[src/rtl/ym6046_multi.sv]
// ym6046_multi: parametrised pad I/O controller with per-pin direction,
// output latches, synchronised inputs and a maskable TH-edge interrupt.
`timescale 1ns/1ps
module ym6046_multi #(
    parameter int PORTS       = 3,
    parameter int WIDTH       = 7,
    parameter int SYNC_STAGES = 2
) (
    input  logic                   MCLK,
    input  logic                   SRES,
    input  logic                   CS,
    input  logic                   WE,
    input  logic [3:0]             ADDR,
    input  logic [7:0]             WDATA,
    output logic [7:0]             RDATA,
    input  logic [PORTS*WIDTH-1:0] PORT_i,
    output logic [PORTS*WIDTH-1:0] PORT_o,
    output logic [PORTS*WIDTH-1:0] PORT_d,
    output logic                   HL
);

    localparam int N  = PORTS * WIDTH;
    localparam int TH = WIDTH - 1;
    localparam logic [7:0] PIN_MASK = 8'((9'd1 << WIDTH) - 9'd1);
    localparam logic [7:0] VERSION  = {1'b0, 3'(PORTS), 4'h1};

    logic [7:0]       latch_q [PORTS];
    logic [7:0]       ctrl_q  [PORTS];
    logic [7:0]       view    [PORTS];
    logic [N-1:0]     sync_q  [SYNC_STAGES];
    logic [N-1:0]     sync_in;
    logic [PORTS-1:0] th_now;
    logic [PORTS-1:0] th_prev_q;
    logic [PORTS-1:0] th_fall;
    logic [PORTS-1:0] pend_q;
    logic [PORTS-1:0] pend_d;
    logic [PORTS-1:0] inten;
    logic [PORTS-1:0] data_sel;
    logic [PORTS-1:0] ctrl_sel;
    logic [7:0]       rd_mux;
    logic             wr;
    logic             rd;

    assign sync_in = sync_q[SYNC_STAGES-1];
    assign wr      = CS & WE;
    assign rd      = CS & ~WE;

    // Output pins show the latch; input pins show the synchronised pad.
    for (genvar p = 0; p < PORTS; p++) begin : g_port
        logic [7:0] pins;
        assign pins = 8'(sync_in[p*WIDTH +: WIDTH]);
        assign view[p] = (latch_q[p] & (ctrl_q[p] | ~PIN_MASK))
                       | (pins & ~ctrl_q[p] & PIN_MASK);
        assign PORT_o[p*WIDTH +: WIDTH] = latch_q[p][WIDTH-1:0];
        assign PORT_d[p*WIDTH +: WIDTH] = ~ctrl_q[p][WIDTH-1:0];
    end

    always_comb begin
        data_sel = '0;
        ctrl_sel = '0;
        th_now   = '0;
        th_fall  = '0;
        pend_d   = '0;
        inten    = '0;
        rd_mux   = 8'h00;
        if (ADDR == 4'd0) rd_mux = VERSION;
        for (int p = 0; p < PORTS; p++) begin
            data_sel[p] = (ADDR == 4'(p + 1));
            ctrl_sel[p] = (ADDR == 4'(PORTS + 1 + p));
            th_now[p]   = sync_in[p*WIDTH + TH];
            inten[p]    = ctrl_q[p][7];
            th_fall[p]  = th_prev_q[p] & ~th_now[p] & ~ctrl_q[p][TH];
            // A fresh edge outranks a clear in the same cycle.
            pend_d[p]   = th_fall[p]
                        | (pend_q[p]
                           & ~(rd & data_sel[p])
                           & ~(wr & ctrl_sel[p] & ~WDATA[7]));
            if (data_sel[p]) rd_mux = view[p];
            if (ctrl_sel[p]) rd_mux = ctrl_q[p];
        end
    end

    always_ff @(posedge MCLK or negedge SRES) begin
        if (!SRES) begin
            for (int p = 0; p < PORTS; p++) begin
                latch_q[p] <= '0;
                ctrl_q[p]  <= '0;
            end
            // Synchroniser idles high so release never looks like a TH fall.
            for (int s = 0; s < SYNC_STAGES; s++) sync_q[s] <= '1;
            th_prev_q <= '1;
            pend_q    <= '0;
            HL        <= 1'b1;
            RDATA     <= 8'h00;
        end else begin
            sync_q[0] <= PORT_i;
            for (int s = 1; s < SYNC_STAGES; s++) sync_q[s] <= sync_q[s-1];
            th_prev_q <= th_now;
            pend_q    <= pend_d;
            HL        <= ~|(pend_q & inten);
            for (int p = 0; p < PORTS; p++) begin
                if (wr && data_sel[p]) latch_q[p] <= WDATA;
                if (wr && ctrl_sel[p]) ctrl_q[p]  <= WDATA;
            end
            if (rd) RDATA <= rd_mux;
        end
    end

endmodule

[config.mk]
export PLATFORM = sky130hd
export DESIGN_NAME = ym6046_multi
export DESIGN_NICKNAME = d
export VERILOG_FILES = /design/src/rtl/ym6046_multi.sv
export SDC_FILE = /design/constraint.sdc
export NUM_CORES = 1
export LEC_CHECK = 0
export ABC_CLOCK_PERIOD_IN_PS = 1830
export CAP_MARGIN = 20
export CELL_PAD_IN_SITES_DETAIL_PLACEMENT = 0
export CELL_PAD_IN_SITES_GLOBAL_PLACEMENT = 1
export CORE_MARGIN = 5
export CORE_UTILIZATION = 41
export DETAILED_ROUTE_END_ITERATION = 10
export HOLD_SLACK_MARGIN = 0.08
export PLACE_DENSITY_LB_ADDON = 0.1
export RECOVER_POWER = 50
export SYNTH_ARGS = -nofsm -noshare
export SYNTH_HDL_FRONTEND = slang
export SYNTH_SLANG_ARGS = --single-unit
export TNS_END_PERCENT = 1
[constraint.sdc]
create_clock -name MCLK -period 1.83 [get_ports MCLK]
set_clock_uncertainty 0.2 [all_clocks]
set_input_delay 0.366 -clock MCLK [delete_from_list [all_inputs] [get_ports MCLK]]
set_output_delay 0.366 -clock MCLK [all_outputs]
set_load 0.005 [all_outputs]
==> impl_metrics.tcl, run 1 <==
# collected from the flow reports
set metrics [dict create \
    status "completed" \
    warnings 27 \
    fmax_ghz 0.566 \
    critical_path.max_fanout 8 \
    avgSynthCellArea_um2 12.2 \
    rrSetupSlack_ns 0.29 \
    dpl_cell_area_um2 5660 \
    mux_share 0.120 \
    p_per_area_nw_per_um2 928 \
    adder_share 0 \
    min_path_type "flop to flop" \
    r2r-end "RDATA[6]$_DFFE_PN0N_" \
    endpoint "PORT_o[8]$_DFFE_PN0P_" \
    wl_met3_um 740 \
    flop_area_um2 2690 \
    power.switching_uw 1510 \
    postSynth.asyncResetShare 1.00 \
    antenna_found_initial 0 \
    finalHoldViolations 0 \
    final_core_util 0.539 \
    worst_setup_path_end_kind "flop" \
    cpMaxStageDelayCell "or3_1" \
    via_count 3138 \
    regMostFlops "ctrl_q" \
    yosysCellCount 369 \
    p_comb_frac 0.207 \
    cts_hold_buf 1 \
    die_w_um 115 \
    fin_hold_ws_ns 0.149 \
    htreeDepth 3 \
    clk_share 0.0312 \
    powerComb_uw 1120 \
    synth_top_cell_by_area "dfrtp_1" \
    drc 0 \
    lay_top_cells "59 x dfrtp_1, 55 x dlygate4sd2_1, 43 x dfstp_2" \
    wl_met1_mm 5.22 \
    drive_gt1_frac 0.294 \
    synth.cell_area_um2 4510 \
    synthTopCellsByCount "59 x dfrtp_1, 46 x dfstp_2, 33 x mux2_2, 30 x o21ai_0, 26 x nand2_1" \
    core-area_um2 10800 \
    xor_share 0 \
    sh_comb_area 0.262 \
    clock_net_power_uw 1350 \
    use_met1 0.266 \
]
==> run_1/met3.png <==
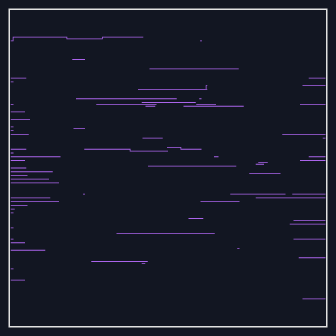
main direction	horizontal
longest straight run	36.3 um

==> run_1/final_placement.png <==
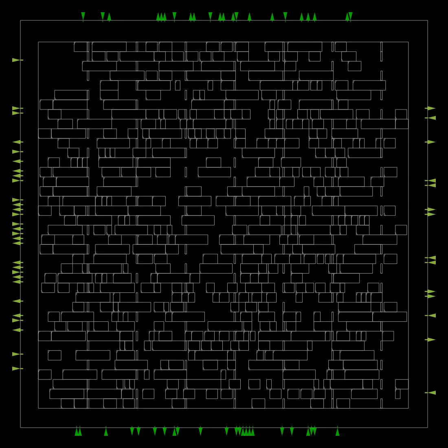
Tapcells: 140
Core Rows: 38
FF+latch count: 105

==> run_1/port_nets.png <==
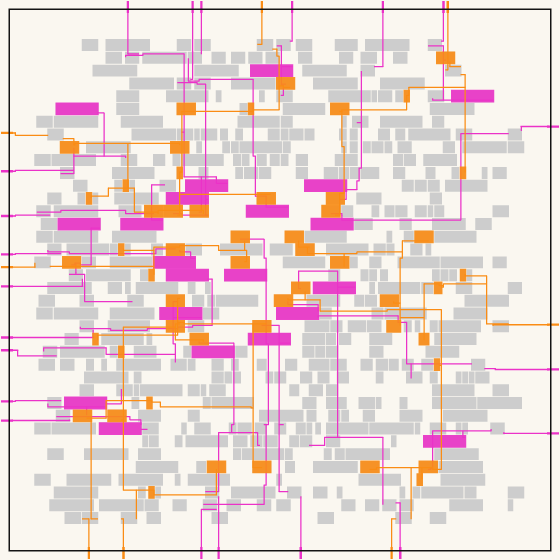
port	colour	bits	direction	end cells	wire
WDATA	orange	8	input	51	797 um
PORT_o	magenta	21	output	21	1130 um
Ports: 88
input/output buffers: 87

==> run_1/registers.png <==
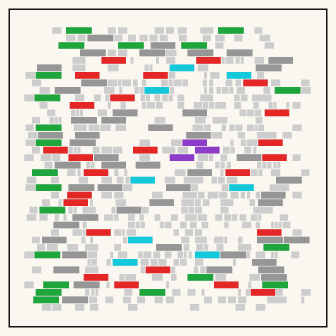

--- run 2 (diff from run 1) ---
Settings changed: CORE_MARGIN 5 to default.
==> run_2/registers.png <==
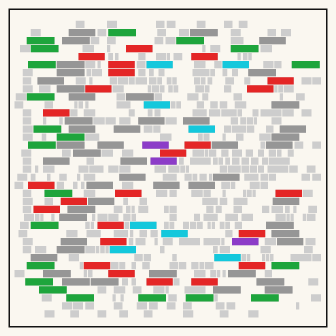
signal	colour	placed flops
sync_q	green	21
ctrl_q	red	24
latch_q	purple	3
RDATA	cyan	8
flip-flop and latch area: 2690 um^2
sequential cell area share: 0.458
Util after Layout: 0.558

==> run_2/port_nets.png <==
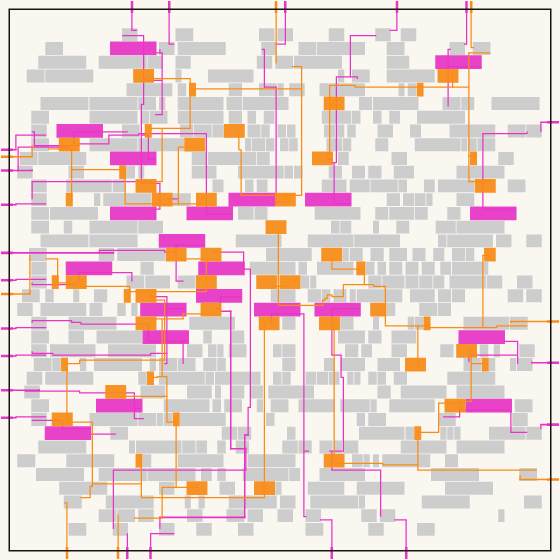
port	colour	bits	direction	end cells	wire
WDATA	orange	8	input	51	835 um
PORT_o	magenta	21	output	21	968 um

==> run 2 against run 1 <==
Against the previous run: synthesized area stayed put; combinational power is 6% higher; highest routed layer unchanged; non-clock buffer count is 2 higher; synthesized cell count stayed put.
==> impl_metrics.tcl, run 2 <==
# collected from the flow reports
set metrics [dict create \
    taps 136 \
    synth_top_cell_by_area "dfrtp_1" \
    seq_cells 105 \
    endpoint "RDATA[4]$_DFFE_PN0N_" \
    clk_share 0.0350 \
    critical_path.max_fanout 4 \
    p_per_area_nw_per_um2 944 \
    p_comb_frac 0.215 \
    fmax_ghz 0.566 \
    min_path_type "flop to flop" \
    fin_hold_ws_ns 0.162 \
    comb_cells 209 \
    adder_share 0 \
    worst_setup_path_end_kind "flop" \
    status "completed" \
    avgSynthCellArea_um2 12.2 \
    setup-tns-final_ns 0 \
    cts_hold_buf 1 \
    sh_comb_area 0.259 \
    grt.busiest_layer "met2" \
    dpl_cell_area_um2 5610 \
    cp_cell_sequence "dlygate4sd2_1, or4b_4, buf_4, o21ai_0, o211ai_1, o21ai_1" \
    power.switching_uw 1610 \
    synth.cell_area_um2 4510 \
    mux_share 0.120 \
    core-area_um2 10500 \
    drc 0 \
    crit_cells 6 \
    xor_share 0 \
    wl_met3_um 492 \
    r2r-end "RDATA[2]$_DFFE_PN0N_" \
    lay_top_cells "59 x dfrtp_1, 54 x dlygate4sd2_1, 43 x dfstp_2" \
    port_buffers 87 \
    worst_pin_slew_ns 0.857 \
    htreeDepth 3 \
    num_io_pins 88 \
    drive_gt1_frac 0.297 \
    finalHoldViolations 0 \
    cpMaxStageDelayCell "or4b_4" \
    warnings 27 \
    p_leak_uw 0.00263 \
    grt_max_degree 43 \
    die_w_um 107 \
    powerComb_uw 1190 \
    yosysCellCount 369 \
    rrSetupSlack_ns 0.22 \
    regMostFlops "ctrl_q" \
    cp-start-kind "primary input" \
]
==> run_2/met3.png <==
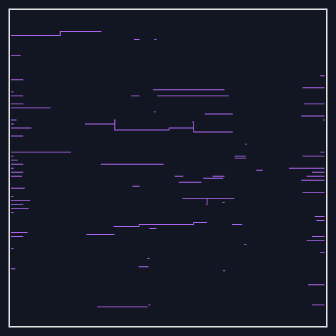

--- run 3 (diff from run 2) ---
Settings changed: ABC_CLOCK_PERIOD_IN_PS 1830 to 1790.
Clock period 1.83 ns to 1.79 ns, I/O delays scaled along.
==> run_3/met3.png <==
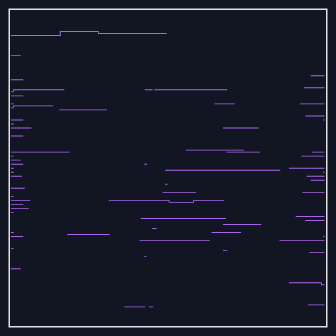
longest straight run	38.6 um
main direction	horizontal
share of all routed wire	5.1%
via count: 3211
GR met3 Demand/Resource: 0.0468
Routed Wire Length: 11.2 mm

==> run_3/port_nets.png <==
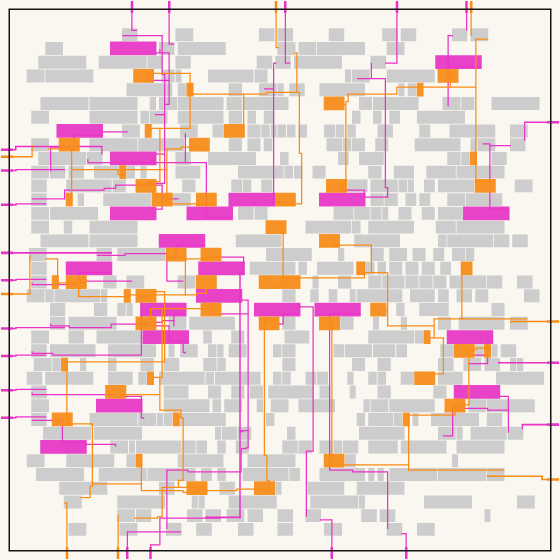
port	colour	bits	direction	end cells	wire
WDATA	orange	8	input	51	832 um
PORT_o	magenta	21	output	21	976 um

==> run 3 against run 2 <==
Against the previous run: sequential power increased by 2%; final area increased by 0.47%; sequential cell count unchanged; critical endpoint unchanged; sequential share of layout area decreased by 0.21 points; utilization increased by 0.26 points; hold slack about the same.
==> impl_metrics.tcl, run 3 <==
# collected from the flow reports
set metrics [dict create \
    antenna_found_initial 0 \
    endpoint "RDATA[4]$_DFFE_PN0N_" \
    grt.busiest_layer "met2" \
    grt_max_degree 43 \
    cts_hold_buf 1 \
    buffers 134 \
    rrSetupSlack_ns 0.20 \
    r2r-end "RDATA[3]$_DFFE_PN0N_" \
    status "completed" \
    use_met1 0.299 \
    setup-tns-final_ns 0 \
    largest_class "sequential cells" \
    power.switching_uw 1660 \
    final_core_util 0.560 \
    avgSynthCellArea_um2 12.2 \
    core-area_um2 10500 \
    flop_area_um2 2690 \
    yosysCellCount 369 \
    port_buffers 87 \
    wl_met3_um 576 \
    p_total_uw 5650 \
    min_path_type "flop to flop" \
    critical_path.max_fanout 6 \
    clock_net_power_uw 1430 \
    cp.arrival_ns 1.86 \
    sh_comb_area 0.259 \
    num_io_pins 88 \
    worst_setup_path_end_kind "flop" \
    synthTopCellsByCount "59 x dfrtp_1, 46 x dfstp_2, 33 x mux2_2, 30 x o21ai_0, 26 x nand2_1" \
    worst_pin_slew_ns 0.862 \
    drc 0 \
    taps 136 \
    diodes 0 \
    syn2layout_area_growth_pct 30.5 \
    mux_share 0.120 \
    cap_violations 0 \
    cts_buffers 9 \
    finalHoldViolations 0 \
    wl_met1_mm 5.32 \
    powerComb_uw 1260 \
    seq_share 0.456 \
    p_seq_uw 2960 \
    die_w_um 107 \
    postSynth.asyncResetShare 1.00 \
    clkPwrFrac 0.253 \
    seq_cells 105 \
    warnings 27 \
    crit_cells 6 \
    p_comb_frac 0.224 \
    adder_share 0 \
    xor_share 0 \
    comb_cells 209 \
    clock_buffers 9 \
    layout_top_cell "dfrtp_1" \
    p_int_uw 3990 \
    regMostFlops "ctrl_q" \
    htreeDepth 3 \
    logic_area_um2 1530 \
    rows 37 \
    synth.cell_area_um2 4510 \
    lay_top_cells "59 x dfrtp_1, 55 x dlygate4sd2_1, 43 x dfstp_2" \
    clk_share 0.0334 \
    cp-startpoint "ADDR[2]" \
    drive_gt1_frac 0.305 \
    dpl_cell_area_um2 5610 \
    fin_hold_ws_ns 0.161 \
    cp_cell_sequence "dlygate4sd2_1, or4b_4, buf_4, o21ai_0, o211ai_1, o21ai_1" \
    p_per_area_nw_per_um2 960 \
    cpMaxStageDelayCell "or4b_4" \
    fmax_ghz 0.574 \
    p_leak_uw 0.00264 \
    synth_top_cell_by_area "dfrtp_1" \
    cp-start-kind "primary input" \
]
Power figures rest on the tool's default switching activity, not on a simulated workload.
